==> src/rtl/sensor_sequence_generator_if.sv <==
// Command/waveform bundle between the pushbutton front end and the sequence generator.
// Defining OCCUPANCY_EN adds the 3-bit occ count to the bundle.
interface sensor_sequence_generator_if;
   logic       start_in;
   logic       start_out;
   logic       a;
   logic       b;
   logic       busy;
   logic       done;
   logic       err;
`ifdef OCCUPANCY_EN
   logic [2:0] occ;

   modport master (output start_in, start_out, input a, b, busy, done, err, occ);
   modport slave  (input start_in, start_out, output a, b, busy, done, err, occ);
`else
   modport master (output start_in, start_out, input a, b, busy, done, err);
   modport slave  (input start_in, start_out, output a, b, busy, done, err);
`endif
endinterface

==> src/rtl/sensor_sequence_generator.sv <==
// Emits the a/b sensor waveform of one car crossing (entry or exit) on command, with a one-deep
// request queue. Optional macro OCCUPANCY_EN adds an occupancy count that vetoes impossible requests.
module sensor_sequence_generator #(
   parameter int unsigned PHASE_CYCLES = 1200000,
   parameter int unsigned CNT_W        = 21
) (
   input  logic                        clk,
   input  logic                        rst,
   sensor_sequence_generator_if.slave  bus
);
   typedef enum logic [2:0] {S_IDLE, S_P1, S_P2, S_P3, S_GAP} state_e;

   localparam logic [CNT_W-1:0] PHASE_LAST = CNT_W'(PHASE_CYCLES - 32'd1);
   localparam logic             DIR_ENTRY  = 1'b0;
   localparam logic             DIR_EXIT   = 1'b1;

   state_e           state_q, state_d;
   logic [CNT_W-1:0] timer_q, timer_d;
   logic             dir_q, dir_d;
   logic             pend_v_q, pend_v_d;
   logic             pend_dir_q, pend_dir_d;
   logic             prev_in_q, prev_out_q;
   logic             a_q, a_d, b_q, b_d;
   logic             busy_q, busy_d, done_q, done_d, err_q, err_d;

   logic             rise_in, rise_out, collide, req, req_dir, blocked, accept;
   logic             phase_end, gap_exit, wave_a, wave_b;

   // A held level is consumed once; both lines rising together is a collision.
   assign rise_in   = bus.start_in  & ~prev_in_q;
   assign rise_out  = bus.start_out & ~prev_out_q;
   assign collide   = bus.start_in & bus.start_out & (rise_in | rise_out);
   assign req       = (rise_in | rise_out) & ~(bus.start_in & bus.start_out);
   assign req_dir   = rise_out ? DIR_EXIT : DIR_ENTRY;
   assign phase_end = (timer_q == PHASE_LAST);
   assign gap_exit  = (state_q == S_GAP) && phase_end;

`ifdef OCCUPANCY_EN
   logic [2:0] occ_q, occ_d;
   logic [3:0] occ_proj;

   // Projected occupancy counts a queued entry as already inside.
   always_comb begin
      occ_proj = {1'b0, occ_q} + {3'b000, (pend_v_q & (pend_dir_q == DIR_ENTRY))};
      blocked  = req && (((req_dir == DIR_EXIT)  && (occ_proj == 4'd0)) ||
                         ((req_dir == DIR_ENTRY) && (occ_proj >= 4'd7)));
      occ_d    = occ_q;
      if (done_q) begin
         if ((dir_q == DIR_EXIT) && (occ_q != 3'd0))       occ_d = occ_q - 3'd1;
         else if ((dir_q == DIR_ENTRY) && (occ_q != 3'd7)) occ_d = occ_q + 3'd1;
      end
   end

   always_ff @(posedge clk or posedge rst) begin
      if (rst) occ_q <= 3'd0;
      else     occ_q <= occ_d;
   end

   assign bus.occ = occ_q;
`else
   assign blocked = 1'b0;
`endif

   always_comb begin
      state_d    = state_q;
      dir_d      = dir_q;
      pend_v_d   = pend_v_q;
      pend_dir_d = pend_dir_q;
      accept     = req & ~blocked;
      err_d      = collide | (req & blocked);
      wave_a     = 1'b0;
      wave_b     = 1'b0;

      case (state_q)
         S_IDLE: if (accept) begin
            state_d = S_P1;
            dir_d   = req_dir;
         end
         S_P1: if (phase_end) state_d = S_P2;
         S_P2: if (phase_end) state_d = S_P3;
         S_P3: if (phase_end) state_d = S_GAP;
         S_GAP: if (phase_end) begin
            if (pend_v_q) begin
               state_d  = S_P1;
               dir_d    = pend_dir_q;
               pend_v_d = 1'b0;
            end else if (accept) begin
               state_d = S_P1;
               dir_d   = req_dir;
            end else begin
               state_d = S_IDLE;
            end
         end
         default: state_d = S_IDLE;
      endcase

      // Requests while running fill the single slot; a request on the last GAP cycle starts directly.
      if ((state_q != S_IDLE) && accept) begin
         if (pend_v_q) begin
            err_d = 1'b1;
         end else if (!gap_exit) begin
            pend_v_d   = 1'b1;
            pend_dir_d = req_dir;
         end
      end

      if ((state_q == S_IDLE) || phase_end) timer_d = '0;
      else                                  timer_d = timer_q + CNT_W'(1);

      case (state_d)
         S_P1:    begin wave_a = 1'b1; wave_b = 1'b0; end
         S_P2:    begin wave_a = 1'b1; wave_b = 1'b1; end
         S_P3:    begin wave_a = 1'b0; wave_b = 1'b1; end
         default: begin wave_a = 1'b0; wave_b = 1'b0; end
      endcase

      a_d    = (dir_d == DIR_EXIT) ? wave_b : wave_a;
      b_d    = (dir_d == DIR_EXIT) ? wave_a : wave_b;
      busy_d = (state_d != S_IDLE);
      done_d = (state_d == S_GAP) && (timer_d == PHASE_LAST);
   end

   always_ff @(posedge clk or posedge rst) begin
      if (rst) begin
         state_q    <= S_IDLE;
         timer_q    <= '0;
         dir_q      <= DIR_ENTRY;
         pend_v_q   <= 1'b0;
         pend_dir_q <= DIR_ENTRY;
         prev_in_q  <= 1'b0;
         prev_out_q <= 1'b0;
         a_q        <= 1'b0;
         b_q        <= 1'b0;
         busy_q     <= 1'b0;
         done_q     <= 1'b0;
         err_q      <= 1'b0;
      end else begin
         state_q    <= state_d;
         timer_q    <= timer_d;
         dir_q      <= dir_d;
         pend_v_q   <= pend_v_d;
         pend_dir_q <= pend_dir_d;
         prev_in_q  <= bus.start_in;
         prev_out_q <= bus.start_out;
         a_q        <= a_d;
         b_q        <= b_d;
         busy_q     <= busy_d;
         done_q     <= done_d;
         err_q      <= err_d;
      end
   end

   assign bus.a    = a_q;
   assign bus.b    = b_q;
   assign bus.busy = busy_q;
   assign bus.done = done_q;
   assign bus.err  = err_q;

endmodule

==> src/flat_wrapper.sv <==
// flat-port wrapper written by rule: the top's interface ports become plain ports
module sensor_sequence_generator_flat 
#(
   parameter int unsigned PHASE_CYCLES = 1200000,
   parameter int unsigned CNT_W        = 21
)
  (clk, rst, bus_start_in, bus_start_out, bus_a, bus_b, bus_busy, bus_done, bus_err);
  sensor_sequence_generator_if bus_i ();
  input  logic clk;
  input  logic rst;
  input wire logic [$bits(bus_i.start_in)-1:0] bus_start_in;
  input wire logic [$bits(bus_i.start_out)-1:0] bus_start_out;
  output wire logic [$bits(bus_i.a)-1:0] bus_a;
  output wire logic [$bits(bus_i.b)-1:0] bus_b;
  output wire logic [$bits(bus_i.busy)-1:0] bus_busy;
  output wire logic [$bits(bus_i.done)-1:0] bus_done;
  output wire logic [$bits(bus_i.err)-1:0] bus_err;
  assign bus_i.start_in = bus_start_in;
  assign bus_i.start_out = bus_start_out;
  assign bus_a = bus_i.a;
  assign bus_b = bus_i.b;
  assign bus_busy = bus_i.busy;
  assign bus_done = bus_i.done;
  assign bus_err = bus_i.err;
  sensor_sequence_generator #(.PHASE_CYCLES(PHASE_CYCLES), .CNT_W(CNT_W)) u_core (.clk(clk), .rst(rst), .bus(bus_i));
endmodule
==> config.mk <==
export PLATFORM = sky130hd
export DESIGN_NAME = sensor_sequence_generator_flat
export DESIGN_NICKNAME = d
export VERILOG_FILES = /design/src/rtl/sensor_sequence_generator_if.sv /design/src/rtl/sensor_sequence_generator.sv /design/src/flat_wrapper.sv
export SDC_FILE = /design/constraint.sdc
export NUM_CORES = 1
export LEC_CHECK = 0
export ABC_CLOCK_PERIOD_IN_PS = 7000
export CAP_MARGIN = 20
export CORE_ASPECT_RATIO = 2
export CORE_MARGIN = 10
export CORE_UTILIZATION = 45
export CTS_CLUSTER_SIZE = 14
export DETAILED_ROUTE_END_ITERATION = 8
export PLACE_DENSITY = 0.7
export SLEW_MARGIN = 5
export SYNTH_ARGS = -nofsm -noshare
export SYNTH_HDL_FRONTEND = slang
export SYNTH_SLANG_ARGS = --single-unit
export TNS_END_PERCENT = 30
==> constraint.sdc <==
create_clock -name clk -period 7 [get_ports clk]
set_input_delay 1.75 -clock clk [delete_from_list [all_inputs] [get_ports clk]]
set_output_delay 1.75 -clock clk [all_outputs]
set_load 0.1 [all_outputs]
==> run_1/placement_by_type.png <==
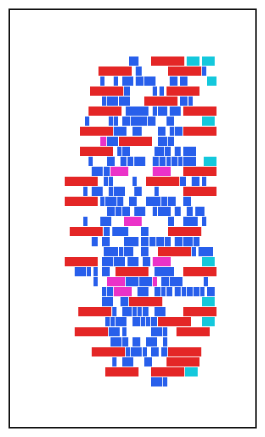
flops -> red  # cells 34, share of their area 41%
other buffers and delay cells -> cyan  # cells 9, share of their area 4.2%
combinational and other logic -> blue  # cells 170, share of their area 51%
clock drivers and dummy loads -> magenta  # cells 8, share of their area 4.4%

==> run_1/io_fan.png <==
Scale bar: 20 um.
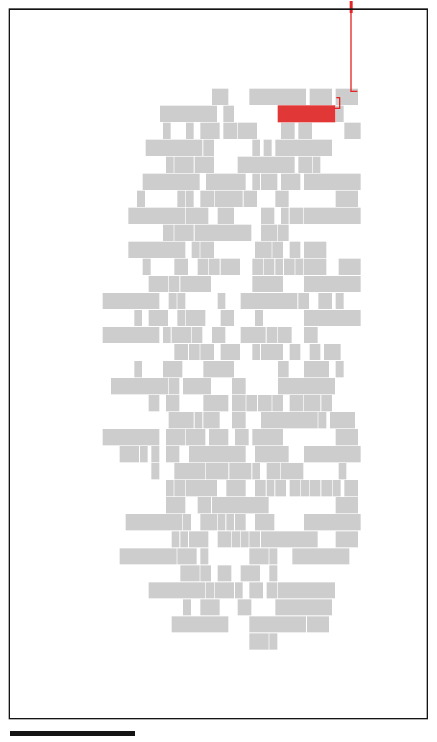
`bus_busy` -> red  # direction output, edge north, end cells 1, buffers 1, wire 16.8 um

==> Changelog: implementation, run 1 <==
### Physical design

* Tap cell count at 52
* HPWL reported at the end of detailed placement at 3022 um
* Num ports at 9
* Hold Crit Class: flip-flop to flip-flop
* Via density at 5.681
* OpenROAD warning count at 26
* Non-CTS inverters at 7
* CTS Buf Count at 5
* Comb/total area at 0.4797
* Post-Place Worst Slack at 3.308 ns
* Initial antenna violation count at 0
* First-pass GRT wire length at 7279 um
* Yosys cell types at 51
* Post-synthesis cell area at 1952 sq um
* Post_cts resized at 0
* Starting density of the core at 0.4727
* Final WS setup at 3.515 ns
* Comb_multi_in at 163
* Hold Path End: u_core.pend_dir_q
* Non-clk buf share at 0.04065
* Setup_tns at 0 ns
* Inserted Diodes at 0
* Post-synth EDFFs at 0
* Postcts setup bufs at 0
* Die Size at 7532 sq um
* Placeable Area at 4129 sq um
* Vias in the first global route at 1584
* Total grt overflow at 0
* Yosys adder share at 0.006410
* Worst-margin pin slew at 1.036 ns
* Yosys Chip Area at 1952 sq um
* Dominant comb cell: simple AND/OR/NAND/NOR gates
* Final core utilization at 0.5218
* Hold Crit Depth at 1
* Lkg Pwr at 0.8765 nW
* Syn_nets at 219
* Worst-path maximum fanout at 1
* WS Path Type: flip-flop to primary output
* Max_slew headroom at 0.3030
* Status: finished, final reports clean
==> run_1/clk_routes.png <==
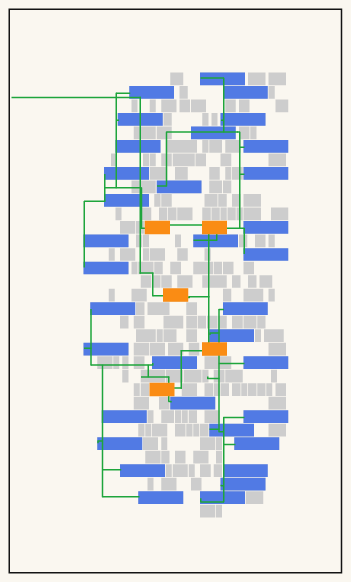
flip-flops -> blue  # count 34
clock wires -> green  # length 427 um
clock drivers -> orange  # count 5
routed clock nets = 6
Clock Power Share: 0.266
skew final: 0.005743 ns

-- run 1: routing by layer --
metal,share of wire,GRT usage,vias up
li1,-,-,764
met1,0.38,0.1317,756
met2,0.57,0.2067,20
met3,0.025,0.02174,11
met4,0.027,0.05485,0
met5,0,0,-
-- run 1: power by group through the flow --
stage / logic, W / registers [W] / clock network (W)
after floorplan: 0.0000868 / 0.000285 / 0
after global placement: 0.000138 / 0.000264 / 0
after detailed placement: 0.000142 / 0.000265 / 0
after CTS: 0.000142 / 0.000262 / 0.000151
after global routing: 0.000155 / 0.000267 / 0.000158
final: 0.000140 / 0.000262 / 0.000146
-- run 1: through the flow --
| stage | total power, W | instance area [sq um] |
|---|---|---|
| 3_5_place_dp | 0.0004067 | 2063 |
| 4_1_cts | 0.0005548 | 2155 |
| 3_3_place_gp | 0.0004025 | 2063 |
| 2_1_floorplan | 0.0003719 | 1952 |
| 6_report | 0.0005473 | 2155 |
| 5_1_grt | 0.0005811 | 2155 |
-- run 1: sequential cells by signal, indices dropped and copies added (netlist names) --
signal	flops
u_core.timer_q	21
u_core.bus.err	1
u_core.bus.a	1
u_core.pend_v_q	1
u_core.prev_out_q	1
u_core.dir_q	1
u_core.state_q	3
u_core.bus.busy	1
u_core.prev_in_q	1
u_core.bus.done	1
u_core.bus.b	1
u_core.pend_dir_q	1
-- run 1: how the worst max path moves through the flow --
stage | from | end | cells past startpoint
3_3_place_gp | bus_start_out | u_core.bus.a | 7
5_1_grt | bus_start_out | u_core.bus.a | 7
2_1_floorplan | bus_start_out | u_core.bus.a | 6
3_5_place_dp | bus_start_out | u_core.bus.a | 7
6_report | u_core.bus.a | bus_a | 1
4_1_cts | u_core.bus.a | bus_a | 1
==> run_1/wires.png <==
Two of the layers only.
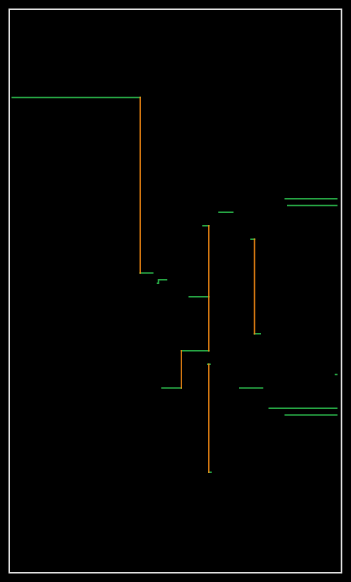

==> run 2: changes to the inputs <==
--- a/config.mk
+++ b/config.mk
@@ -5,7 +5,7 @@
 export SDC_FILE = /design/constraint.sdc
 export NUM_CORES = 1
 export LEC_CHECK = 0
-export ABC_CLOCK_PERIOD_IN_PS = 7000
+export ABC_CLOCK_PERIOD_IN_PS = 3600
 export CAP_MARGIN = 20
 export CORE_ASPECT_RATIO = 2
 export CORE_MARGIN = 10
==> constraint.sdc (replaced) <==
create_clock -name clk -period 3.6 [get_ports clk]
set_input_delay 0.9 -clock clk [delete_from_list [all_inputs] [get_ports clk]]
set_output_delay 0.9 -clock clk [all_outputs]
set_load 0.1 [all_outputs]
==> run_2/wires.png <==
Two of the layers only.
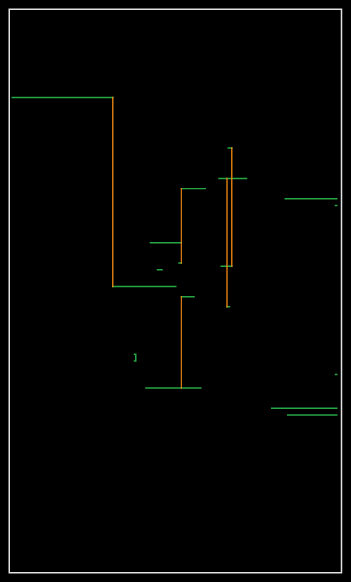
metal 4 -> orange  # wire length 121 um
metal 3 -> green  # wire length 103 um
WL final: 4003 um
total vias in the final route: 1574
drt wl/cell: 14.56 um
GRT Overall Usage: 0.1174

==> run 2 against run 1 <==
Compared with the run above:
- critical path depth rose by 6
- clock power up 77%
- final cell count rose by 0.73%
- combinational power increased by 94%
- area after synthesis unchanged
==> Changelog: implementation, run 2 <==
### Physical design

* Status: finished, final reports clean
* Post_cts resized at 0
* Min Hold Slack at 0.5009 ns
* Inserted Diodes at 0
* Placeable Area at 4129 sq um
* Lkg Pwr at 0.8902 nW
* CTS Buf Count at 5
* Number of flip-flops in the largest register at 21
* First-pass GRT wire length at 7127 um
* Skew final at 0.004418 ns
* Biggest area cells: dfrtp_1 (44%), nor2_1 (6.0%), xnor2_1 (5.8%), xor2_1 (3.6%), nor3_1 (2.8%)
* Final WS setup at 0.9650 ns
* Initial antenna violation count at 0
* Commonest Layout Cell: dfrtp_1
* Hold Crit Class: flip-flop to flip-flop
* Num ports at 9
* WS Path Type: flip-flop to flip-flop
* HPWL reported at the end of detailed placement at 3031 um
* Yosys Chip Area at 1952 sq um
* Die Size at 7532 sq um
* Overall Power at 0.001039 W
* Postcts setup bufs at 0
* Placed Instance Area at 2081 sq um
* Worst path arrival time at 2.81 ns
* Max_slew headroom at 0.3504
* Yosys cell types at 51
* Top cells by count: dfrtp_1 (34), nor2_1 (31), nand2_1 (13), xnor2_1 (13), nor3_1 (11)
* Seq share, synth at 0.4359
* Fin area at 2160 sq um
* OpenROAD warning count at 26
* Worst-path maximum fanout at 8
* Most flop-heavy register: u_core.timer_q
* Setup_tns at 0 ns
* Syn_nets at 219
* Vias in the first global route at 1584
* Via density at 5.724
* Biggest regs: u_core.timer_q x21, u_core.state_q x3
* Total grt overflow at 0
* Async SR Flop Fraction at 1.000
* First-iteration detailed-routing DRC count at 51
* Yosys stat cell total at 214
* Starting density of the core at 0.4727
* Worst-margin pin slew at 0.9713 ns
* Post-synthesis cell area at 1952 sq um
* Pre-antenna DRT Iters at 4
* PortBufs at 8
* Post-synth EDFFs at 0
* Post-Place Worst Slack at 0.7802 ns
==> run_2/placement_by_type.png <==
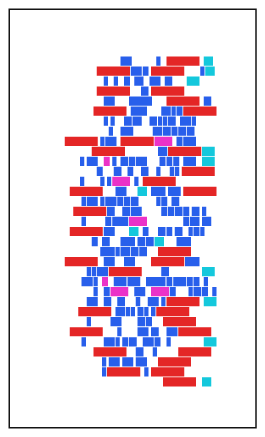
Site Rows: 33
final core utilization: 0.5230

==> run 2: report_power, final <==
| part | leakage (nW) | internal (W) | switching (W) |
|---|---|---|---|
| Sequential | 0.430 | 0.000438 | 0.0000706 |
| Combinational | 0.416 | 0.000103 | 0.000168 |
| Clock | 0.0438 | 0.000130 | 0.000130 |
| Total | 0.890 | 0.000671 | 0.000368 |
==> run 2: routing by layer <==
layer  global-route usage  vias up  part of all wire
met5                    0        -                 0
met4              0.06610        0             0.030
met3              0.02273       11             0.025
met2               0.2125       21              0.57
met1               0.1166      773              0.37
li1                     -      769                 -
==> run 2: kinds of logic after synthesis <==
kind of cell / count (synthesis) / synth area share
simple gates: 104 / 0.2904
flops: 34 / 0.4359
compound gates: 30 / 0.1006
xor+xnor: 21 / 0.09423
buf+inv: 17 / 0.03461
mux: 7 / 0.03782
fa+ha+maj: 1 / 0.006409
==> run 2: cell type report <==
class,count,area [sq um]
clock buffer,5,68.82
tap,52,65.06
fill,403,1969
timing repair buffer,12,105.1
clock inverter,2,10.01
sequential,34,850.8
multi-input combinational,163,1033
inverter,7,26.28
==> run 2: worst paths after layout <==
kind,from,end,slack (ns),cells after the start
worst max-delay path,u_core.timer_q[0],u_core.bus.done,0.97,7
worst min-delay path,u_core.pend_dir_q,u_core.pend_dir_q,0.50,1
worst max register to register,u_core.timer_q[0],u_core.bus.done,0.97,7
worst min register to register,u_core.pend_dir_q,u_core.pend_dir_q,0.50,1
max in group asynchronous,rst,u_core.timer_q[7],2.28,3
min in group asynchronous,rst,u_core.timer_q[2],1.00,3
==> run 2: worst register-to-register path, cell delays in order, from the launching register on <==
cell and delay [ns]:
dfrtp_1 0.43, ha_1 0.30, nand3_4 0.15, or2_4 0.29, or4_4 0.51, a21oi_2 0.15, or4b_1 0.47, a311oi_2 0.23
Power figures rest on the tool's default switching activity, not on a simulated workload.
